Fig. 1: run 1, cell classes on the final placement
Bar = 50 um.
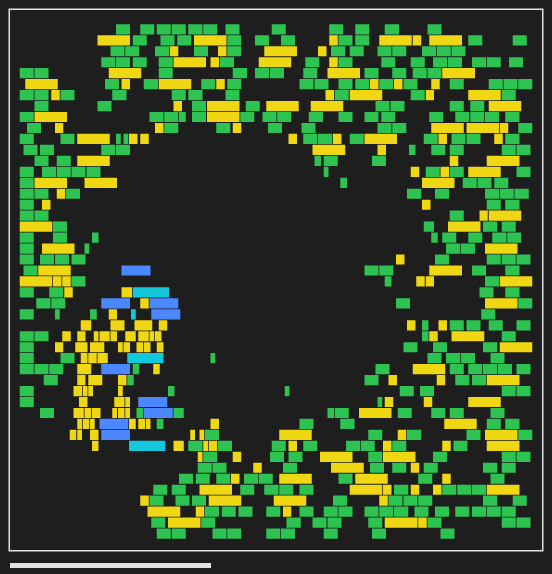
Fig. 2: run 1, clock nets
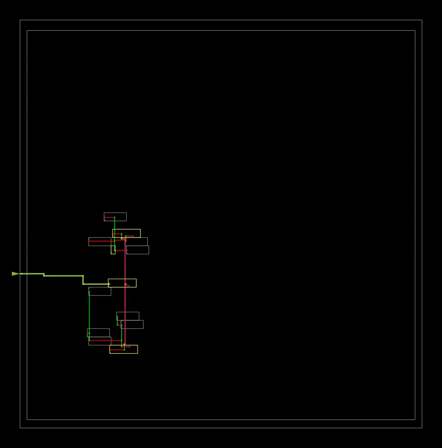
Fig. 3: run 1, sizing map
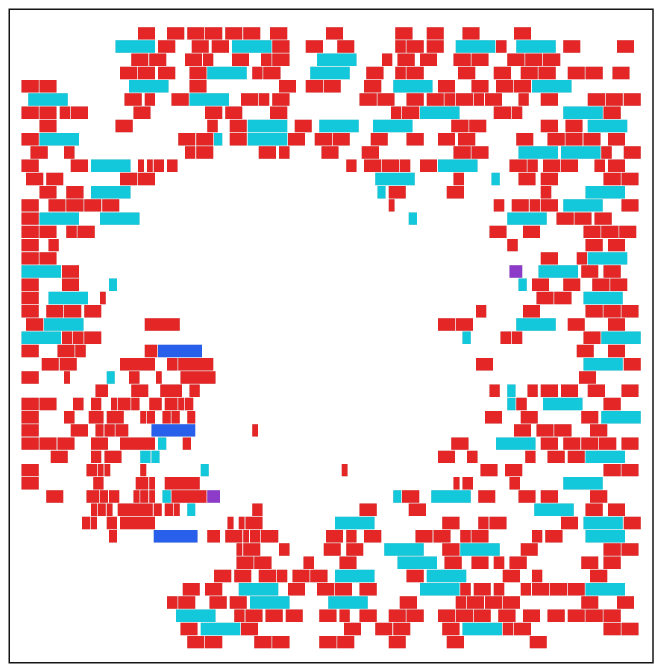
==> src/rtl/fifo_wr_arbiter_if.sv <==
// Bundle of channel streams and the single FIFO write stream that the
// round-robin write arbiter sits between.
interface fifo_wr_arbiter_if #(
    parameter int unsigned N_CH   = 4,
    parameter int unsigned DATA_W = 64
);
    localparam int unsigned ID_W = $clog2(N_CH);

    logic [N_CH*DATA_W-1:0] ch_tdata;
    logic [N_CH-1:0]        ch_tvalid;
    logic [N_CH-1:0]        ch_tready;
    logic [DATA_W-1:0]      m_axis_tdata;
    logic                   m_axis_tvalid;
    logic                   m_axis_tready;
    logic [ID_W-1:0]        m_axis_tid;
    logic                   m_axis_tlast;

    // Environment side: sources and FIFO.
    modport master (
        output ch_tdata, ch_tvalid, m_axis_tready,
        input  ch_tready, m_axis_tdata, m_axis_tvalid, m_axis_tid, m_axis_tlast
    );

    // Arbiter side.
    modport slave (
        input  ch_tdata, ch_tvalid, m_axis_tready,
        output ch_tready, m_axis_tdata, m_axis_tvalid, m_axis_tid, m_axis_tlast
    );
endinterface

==> src/rtl/fifo_wr_arbiter.sv <==
// Round-robin write arbiter: grants one channel at a time for bursts of up
// to MAX_BURST beats into the capture FIFO, tagging each beat with its
// source channel. Datapath is purely combinational while a grant is held.
module fifo_wr_arbiter #(
    parameter int unsigned N_CH      = 4,
    parameter int unsigned DATA_W    = 64,
    parameter int unsigned MAX_BURST = 8
) (
    input  logic               s_aclk,
    input  logic               s_aresetn,
    fifo_wr_arbiter_if.slave   axis
);
    localparam int unsigned ID_W  = $clog2(N_CH);
    localparam int unsigned CNT_W = $clog2(MAX_BURST + 1);

    localparam logic [0:0] IDLE  = 1'b0;
    localparam logic [0:0] BURST = 1'b1;

    localparam logic [CNT_W-1:0] BEAT_LAST = CNT_W'(MAX_BURST - 1);
    localparam logic [ID_W-1:0]  ID_MAX    = ID_W'(N_CH - 1);

    logic [0:0]       state_q, state_d;
    logic [ID_W-1:0]  gnt_q, gnt_d;
    logic [ID_W-1:0]  last_gnt_q, last_gnt_d;
    logic [CNT_W-1:0] beat_cnt_q, beat_cnt_d;

    logic             found;
    logic [ID_W-1:0]  pick;
    logic [ID_W-1:0]  idx;
    logic             gnt_valid;
    logic [DATA_W-1:0] ch_data [N_CH];

    for (genvar k = 0; k < N_CH; k++) begin : g_unpack
        assign ch_data[k] = axis.ch_tdata[k*DATA_W +: DATA_W];
    end

    assign gnt_valid = axis.ch_tvalid[gnt_q];

    // Round-robin search: first valid channel after last_gnt, wrapping back to itself.
    always_comb begin
        found = 1'b0;
        pick  = last_gnt_q;
        idx   = '0;
        for (int unsigned i = 1; i <= N_CH; i++) begin
            idx = ID_W'((32'(last_gnt_q) + i) % N_CH);
            if (!found && axis.ch_tvalid[idx]) begin
                found = 1'b1;
                pick  = idx;
            end
        end
    end

    // Next-state: grant on IDLE, count beats and release on last beat or dropped valid.
    always_comb begin
        state_d    = state_q;
        gnt_d      = gnt_q;
        last_gnt_d = last_gnt_q;
        beat_cnt_d = beat_cnt_q;
        case (state_q)
            IDLE: begin
                if (found) begin
                    gnt_d      = pick;
                    last_gnt_d = pick;
                    beat_cnt_d = '0;
                    state_d    = BURST;
                end
            end
            default: begin
                if (!gnt_valid) begin
                    state_d = IDLE;
                end else if (axis.m_axis_tready) begin
                    beat_cnt_d = beat_cnt_q + CNT_W'(1);
                    if (beat_cnt_q == BEAT_LAST) begin
                        state_d = IDLE;
                    end
                end
            end
        endcase
    end

    // State registers with synchronous active-low reset; channel 0 gets first priority.
    always_ff @(posedge s_aclk) begin
        if (!s_aresetn) begin
            state_q    <= IDLE;
            gnt_q      <= '0;
            last_gnt_q <= ID_MAX;
            beat_cnt_q <= '0;
        end else begin
            state_q    <= state_d;
            gnt_q      <= gnt_d;
            last_gnt_q <= last_gnt_d;
            beat_cnt_q <= beat_cnt_d;
        end
    end

    // Output mux; reset forces every output low combinationally, even mid-burst.
    always_comb begin
        axis.m_axis_tdata  = '0;
        axis.m_axis_tvalid = 1'b0;
        axis.ch_tready     = '0;
        axis.m_axis_tid    = '0;
        axis.m_axis_tlast  = 1'b0;
        if (s_aresetn) begin
            axis.m_axis_tid   = gnt_q;
            axis.m_axis_tdata = ch_data[gnt_q];
            if (state_q == BURST) begin
                axis.m_axis_tvalid    = gnt_valid;
                axis.ch_tready[gnt_q] = axis.m_axis_tready;
                axis.m_axis_tlast     = gnt_valid && (beat_cnt_q == BEAT_LAST);
            end
        end
    end
endmodule
==> src/flat_wrapper.sv <==
// flat-port wrapper written by rule: the top's interface ports become plain ports
module fifo_wr_arbiter_flat 
#(
    parameter int unsigned N_CH      = 4,
    parameter int unsigned DATA_W    = 64,
    parameter int unsigned MAX_BURST = 8
)
  (s_aclk, s_aresetn, axis_ch_tdata, axis_ch_tvalid, axis_m_axis_tready, axis_ch_tready, axis_m_axis_tdata, axis_m_axis_tvalid, axis_m_axis_tid, axis_m_axis_tlast);
  fifo_wr_arbiter_if #(.N_CH(N_CH), .DATA_W(DATA_W)) axis_i ();
  input  logic s_aclk;
  input  logic s_aresetn;
  input wire logic [$bits(axis_i.ch_tdata)-1:0] axis_ch_tdata;
  input wire logic [$bits(axis_i.ch_tvalid)-1:0] axis_ch_tvalid;
  input wire logic [$bits(axis_i.m_axis_tready)-1:0] axis_m_axis_tready;
  output wire logic [$bits(axis_i.ch_tready)-1:0] axis_ch_tready;
  output wire logic [$bits(axis_i.m_axis_tdata)-1:0] axis_m_axis_tdata;
  output wire logic [$bits(axis_i.m_axis_tvalid)-1:0] axis_m_axis_tvalid;
  output wire logic [$bits(axis_i.m_axis_tid)-1:0] axis_m_axis_tid;
  output wire logic [$bits(axis_i.m_axis_tlast)-1:0] axis_m_axis_tlast;
  assign axis_i.ch_tdata = axis_ch_tdata;
  assign axis_i.ch_tvalid = axis_ch_tvalid;
  assign axis_i.m_axis_tready = axis_m_axis_tready;
  assign axis_ch_tready = axis_i.ch_tready;
  assign axis_m_axis_tdata = axis_i.m_axis_tdata;
  assign axis_m_axis_tvalid = axis_i.m_axis_tvalid;
  assign axis_m_axis_tid = axis_i.m_axis_tid;
  assign axis_m_axis_tlast = axis_i.m_axis_tlast;
  fifo_wr_arbiter #(.N_CH(N_CH), .DATA_W(DATA_W), .MAX_BURST(MAX_BURST)) u_core (.s_aclk(s_aclk), .s_aresetn(s_aresetn), .axis(axis_i));
endmodule
==> config.mk <==
export PLATFORM = sky130hd
export DESIGN_NAME = fifo_wr_arbiter_flat
export DESIGN_NICKNAME = d
export VERILOG_FILES = /design/src/rtl/fifo_wr_arbiter_if.sv /design/src/rtl/fifo_wr_arbiter.sv /design/src/flat_wrapper.sv
export SDC_FILE = /design/constraint.sdc
export NUM_CORES = 1
export LEC_CHECK = 0
export CORE_AREA = 2 2 130 132
export DETAILED_ROUTE_END_ITERATION = 10
export DIE_AREA = 0 0 132 134
export GPL_TIMING_DRIVEN = 0
export SYNTH_ARGS = -nofsm -noshare
export SYNTH_HDL_FRONTEND = slang
export SYNTH_SLANG_ARGS = --single-unit
export TNS_END_PERCENT = 20
==> constraint.sdc <==
create_clock -name s_aclk -period 3.18 [get_ports s_aclk]
set_clock_uncertainty 0.2 [all_clocks]
set_input_delay 0.477 -clock s_aclk [delete_from_list [all_inputs] [get_ports s_aclk]]
set_output_delay 0.477 -clock s_aclk [all_outputs]
set_load 0.01 [all_outputs]
==> reports/results.ini, run 1 <==
[status]
status = complete, no violations

[layout]
final_util = 0.381
nets = 828

[pwr]
switching_share = 0.288
p_total_w = 0.00140
power_top_consumer = combinational cells
pwr-share-clk = 0.160
switchingPower_w = 0.000403

[placed_design]
dp_worst_setup_slack_ns = -0.262

[worst_setup_path]
crit_path_end_kind = output pin
r2r_slack_ns = 1.40
start_kind = flip-flop
crit-reg2reg-launch = u_core.state_q

[sta]
setup_violations = 0
drv_slew = 0
hold_ws_ns = 0.297

[logic_synthesis]
yosysWarnings = 0
most_common_cell = and2_1
ys_sh_adder = 0.00501
synth_area_sq_um = 2500
fp_nets = 489
synthArstFlopShare = 0
syn-instance-count = 225
synthTopCellsByArea = mux4_2 (58%), and2_1 (17%), dfxtp_1 (7.2%)
ys_sh_mux = 0.593

[floorplanning]
rows = 47
chip_area_sq_um = 17700
fp_util = 0.153
io_pins = 335
die_y_um = 134

[clock_network]
cts_root_buffer = clkbuf_16
cts_tree = yes
cts.repair.resized = 4
hold_buffers = 0
clk_pin_slew_ns = 0.04
numCtsBuffers = 3

[route]
viasPerCell = 4.33

[job]
maxCapViolCount = 0

[hold_path]
min_to = u_core.beat_cnt_q[3]

[global_routing]
groute.usage.overall = 0.154
grt_antenna_before_repair = 0

-- Fig. 1 (at the start) --
- green: remaining buffers and delay cells (cells 360)
- cyan: clock drivers and dummy loads (cells 4)
- blue: sequential cells (cells 9)
- yellow: combinational and other logic (cells 190)
Seq/total area: 0.0290
core footprint: 16,300 sq um

-- Fig. 2 (at the start) --
clk latency late pin: 0.24 ns
Clk power: 0.000223 W
FF+latch count: 9

-- Fig. 3 (at the start) --
- cyan: _2 cells (cells 81; share 14%; most used mux4_2)
- red: _0 and _1 cells (cells 477; share 85%; most used clkdlybuf4s50_1)
- purple: _3 and _4 cells (cells 2; share 0.36%)
- blue: _6 and larger (cells 3; share 0.53%; most used clkbuf_16)
Area Overhead vs Synth: 148%
bufs w/o clock: 360

[run 1: logic make-up (layout without fill, tap and decap cells)]
kind of cell	count (synthesis)	count (layout)
AOI/OAI and AO/OA	17	17
adders and majority gates	1	1
buffers and inverters	29	367
DFF	9	9
muxes	68	68
and+or+nand+nor	101	101
[run 1: how the worst max path moves through the flow]
stage,from,to
finish,u_core.gnt_q[1],axis_m_axis_tdata[24]
global route,s_aresetn,axis_m_axis_tdata[13]
CTS,s_aresetn,axis_m_axis_tdata[24]
detailed placement,s_aresetn,axis_m_axis_tdata[38]
global placement,s_aresetn,axis_m_axis_tdata[38]
floorplan,u_core.gnt_q[0],axis_m_axis_tdata[0]
[run 1: layout make-up]
class | instances | area, sq um | share of cell area
timing repair buffer | 334 | 3340 | 0.539
multi-input combinational | 187 | 2190 | 0.353
tap | 220 | 275 | 0.0444
sequential | 9 | 180 | 0.0290
buffer | 26 | 125 | 0.0202
clock buffer | 4 | 78.8 | 0.0127
inverter | 3 | 11.3 | 0.00181
[run 1: worst max-delay path, stage by stage, from the launching register on]
cell and delay (ns):
dfxtp_1 0.29, buf_2 0.25, clkbuf_1 0.53, mux4_2 0.40
and2_1 0.18, clkdlybuf4s50_1 0.49
[run 1: layer usage]
| layer | track usage | routed length (um) | vias to the layer above |
|---|---|---|---|
| met1 | 0.182 | 5640 | 1637 |
| met3 | 0.0367 | 1080 | 9 |
| met4 | 0.0217 | 138 | 0 |
| li1 | - | - | 1562 |
| met2 | 0.290 | 7710 | 179 |
| met5 | 0 | 0 | - |
[run 1: state kept, by name, summed over array words and instances, names as in the netlist]
| register | cells |
|---|---|
| u_core.beat_cnt_q | 4 |
| u_core.gnt_q | 2 |
| u_core.last_gnt_q | 2 |
| u_core.state_q | 1 |
Fig. 4: run 1, clock network drawn from the DEF
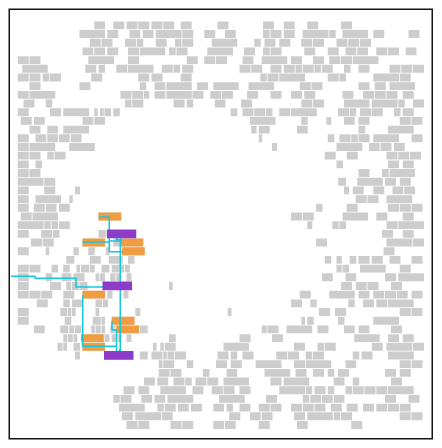

==> run 2: changes to the inputs <==
--- a/config.mk
+++ b/config.mk
@@ -9,6 +9,7 @@
 export DETAILED_ROUTE_END_ITERATION = 10
 export DIE_AREA = 0 0 132 134
 export GPL_TIMING_DRIVEN = 0
+export REMOVE_ABC_BUFFERS = 1
 export SYNTH_ARGS = -nofsm -noshare
 export SYNTH_HDL_FRONTEND = slang
 export SYNTH_SLANG_ARGS = --single-unit
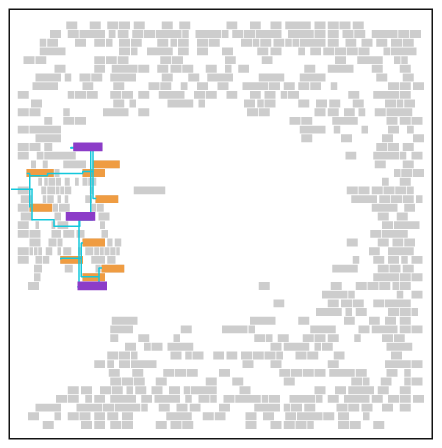
Fig. 5. Clock network drawn from the DEF (run 2).
- cyan: clock wires (length 174 um)
- purple: clock drivers (count 3)
- orange: flip-flops (count 9)
- flops lie: west
- routed clock nets: 4
clock share of power: 0.159

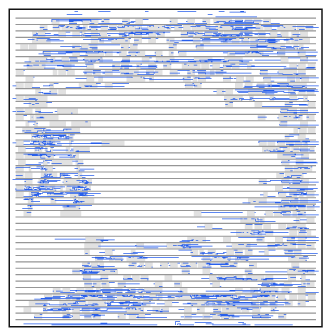
Fig. 6. M1 wires (run 2).
Supply wires on this layer in gray.
- share of all routed wire: 36%
- longest straight run: 45.1 um
- nets with wire on the layer: 707
- main direction: horizontal
- wire length on this layer: 4,950 um
GRT met1 Usage: 0.168
drt total wl: 13,900 um

==> run 2 against run 1 <==
Cell count decreased by 2.3%; routed wire length decreased by 4.5%; maximum frequency increased by 1.1%; worst hold slack improved by 0.0035 ns; via count decreased by 0.89%; critical path depth unchanged; design area increased by 0.36%; sequential cell count unchanged; sequential share of layout area increased by 0.11 points; clock power about the same; global-route usage decreased by 0.39 points; non-clock buffer count decreased by 18; critical endpoint is now axis_m_axis_tlast; largest cell class unchanged; largest power group unchanged.
==> reports/results.ini, run 2 <==
[logic_synthesis]
synthTopCellsByArea = mux4_2 (58%), and2_1 (17%), dfxtp_1 (7.2%)
ys.flop_type = dfxtp_1
yosysSeqAreaShare = 0.0721
synth.distinct_cells = 27
yosysWarnings = 0
most_common_cell = and2_1
synth_area_sq_um = 2500
syn-instance-count = 225
synthArstFlopShare = 0

[layout]
regMostFlops = u_core.beat_cnt_q
nets = 810
final_util = 0.382
largest_reg_flops = 4
top_regs = u_core.beat_cnt_q (4), u_core.gnt_q (2), u_core.last_gnt_q (2)
syn_to_final_growth_pct = 149

[route]
wl_per_cell_um = 18.2
viasPerCell = 4.39
drtIter0Drc = 148
drtPass1Iterations = 4
num_vias = 3357

[worst_setup_path]
cp_cell_sequence = buf_16 > mux2i_1 > and3_1 > nor2b_1 > clkdlybuf4s50_1
start_kind = flip-flop
crit_family = buffers and inverters
arrival_ns = 2.36
critPathBufInv = 2
cpPeakStageDelay_ns = 0.67
crit_path_end_kind = output pin
cpMaxStageDelayCell = dfxtp_4

[pwr]
power_top_consumer = combinational cells
switching_share = 0.275
switchingPower_w = 0.000384
p_total_w = 0.00140
clock_power_w = 0.000223
leakage_nw = 2.13

[floorplanning]
io_pins = 335
rows = 47
fp_util = 0.153
core-area_sq_um = 16300
die_y_um = 134
chip_area_sq_um = 17700

[sta]
hold_ws_ns = 0.300
final-hold-violation-count = 0
drv_slew = 0
setup_violations = 0
rsz0062_at_grt = true

[global_routing]
grt_antenna_before_repair = 0
grt_max_degree = 40
groute.usage.overall = 0.150

[clock_network]
clk_pin_slew_ns = 0.04
numCtsBuffers = 3
cts_tree = yes
cts_root_buffer = clkbuf_16
worstSkewPairLatency_ns = 0.24

[placed_design]
dp_worst_setup_slack_ns = 0.117

[status]
status = complete, no violations

[hold_path]
hp-class = flip-flop to flip-flop

[job]
maxCapViolCount = 0

[run 2: cells by family (layout without fill, tap and decap cells)]
| kind of cell | count (synthesis) | count (layout) | synth area share |
|---|---|---|---|
| fa+ha+maj | 1 | 1 | 0.00501 |
| simple gates | 101 | 101 | 0.239 |
| flops | 9 | 9 | 0.0721 |
| mux | 68 | 68 | 0.593 |
| compound gates | 17 | 17 | 0.0401 |
| buf+inv | 29 | 349 | 0.0501 |
[run 2: layer usage]
| metal | GRT usage | wire length, um | part of all wire | up-vias |
|---|---|---|---|---|
| met5 | 0 | 0 | 0 | - |
| met4 | 0.0362 | 275 | 0.020 | 0 |
| met3 | 0.0351 | 1080 | 0.078 | 20 |
| met2 | 0.288 | 7590 | 0.55 | 177 |
| met1 | 0.168 | 4950 | 0.36 | 1634 |
| li1 | - | - | - | 1526 |
[run 2: final cells by class]
| type | count | area (sq um) |
|---|---|---|
| Clock buffer | 4 | 78.8 |
| Fill cell | 1612 | 10100 |
| Inverter | 3 | 11.3 |
| Multi-Input combinational cell | 187 | 2190 |
| Sequential cell | 9 | 188 |
| Tap cell | 220 | 275 |
| Timing Repair Buffer | 342 | 3480 |
[run 2: final timing paths]
path | startpoint | endpoint | slack [ns] | cells after the start
setup reg to reg | u_core.gnt_q[1] | u_core.beat_cnt_q[3] | 1.05 | 5
setup / recovery | u_core.gnt_q[1] | axis_m_axis_tlast | 0.15 | 5
hold reg to reg | u_core.beat_cnt_q[1] | u_core.beat_cnt_q[1] | 0.30 | 2
hold / removal | u_core.beat_cnt_q[1] | u_core.beat_cnt_q[1] | 0.30 | 2
[run 2: repair_timing]
action	CTS	global route
resized	0	1
buffers inserted	1	4
endpoints found under the setup margin	37	33
endpoints found under the hold margin	0	0
hold buffers	0	0
Power and IR drop assume default switching activity.
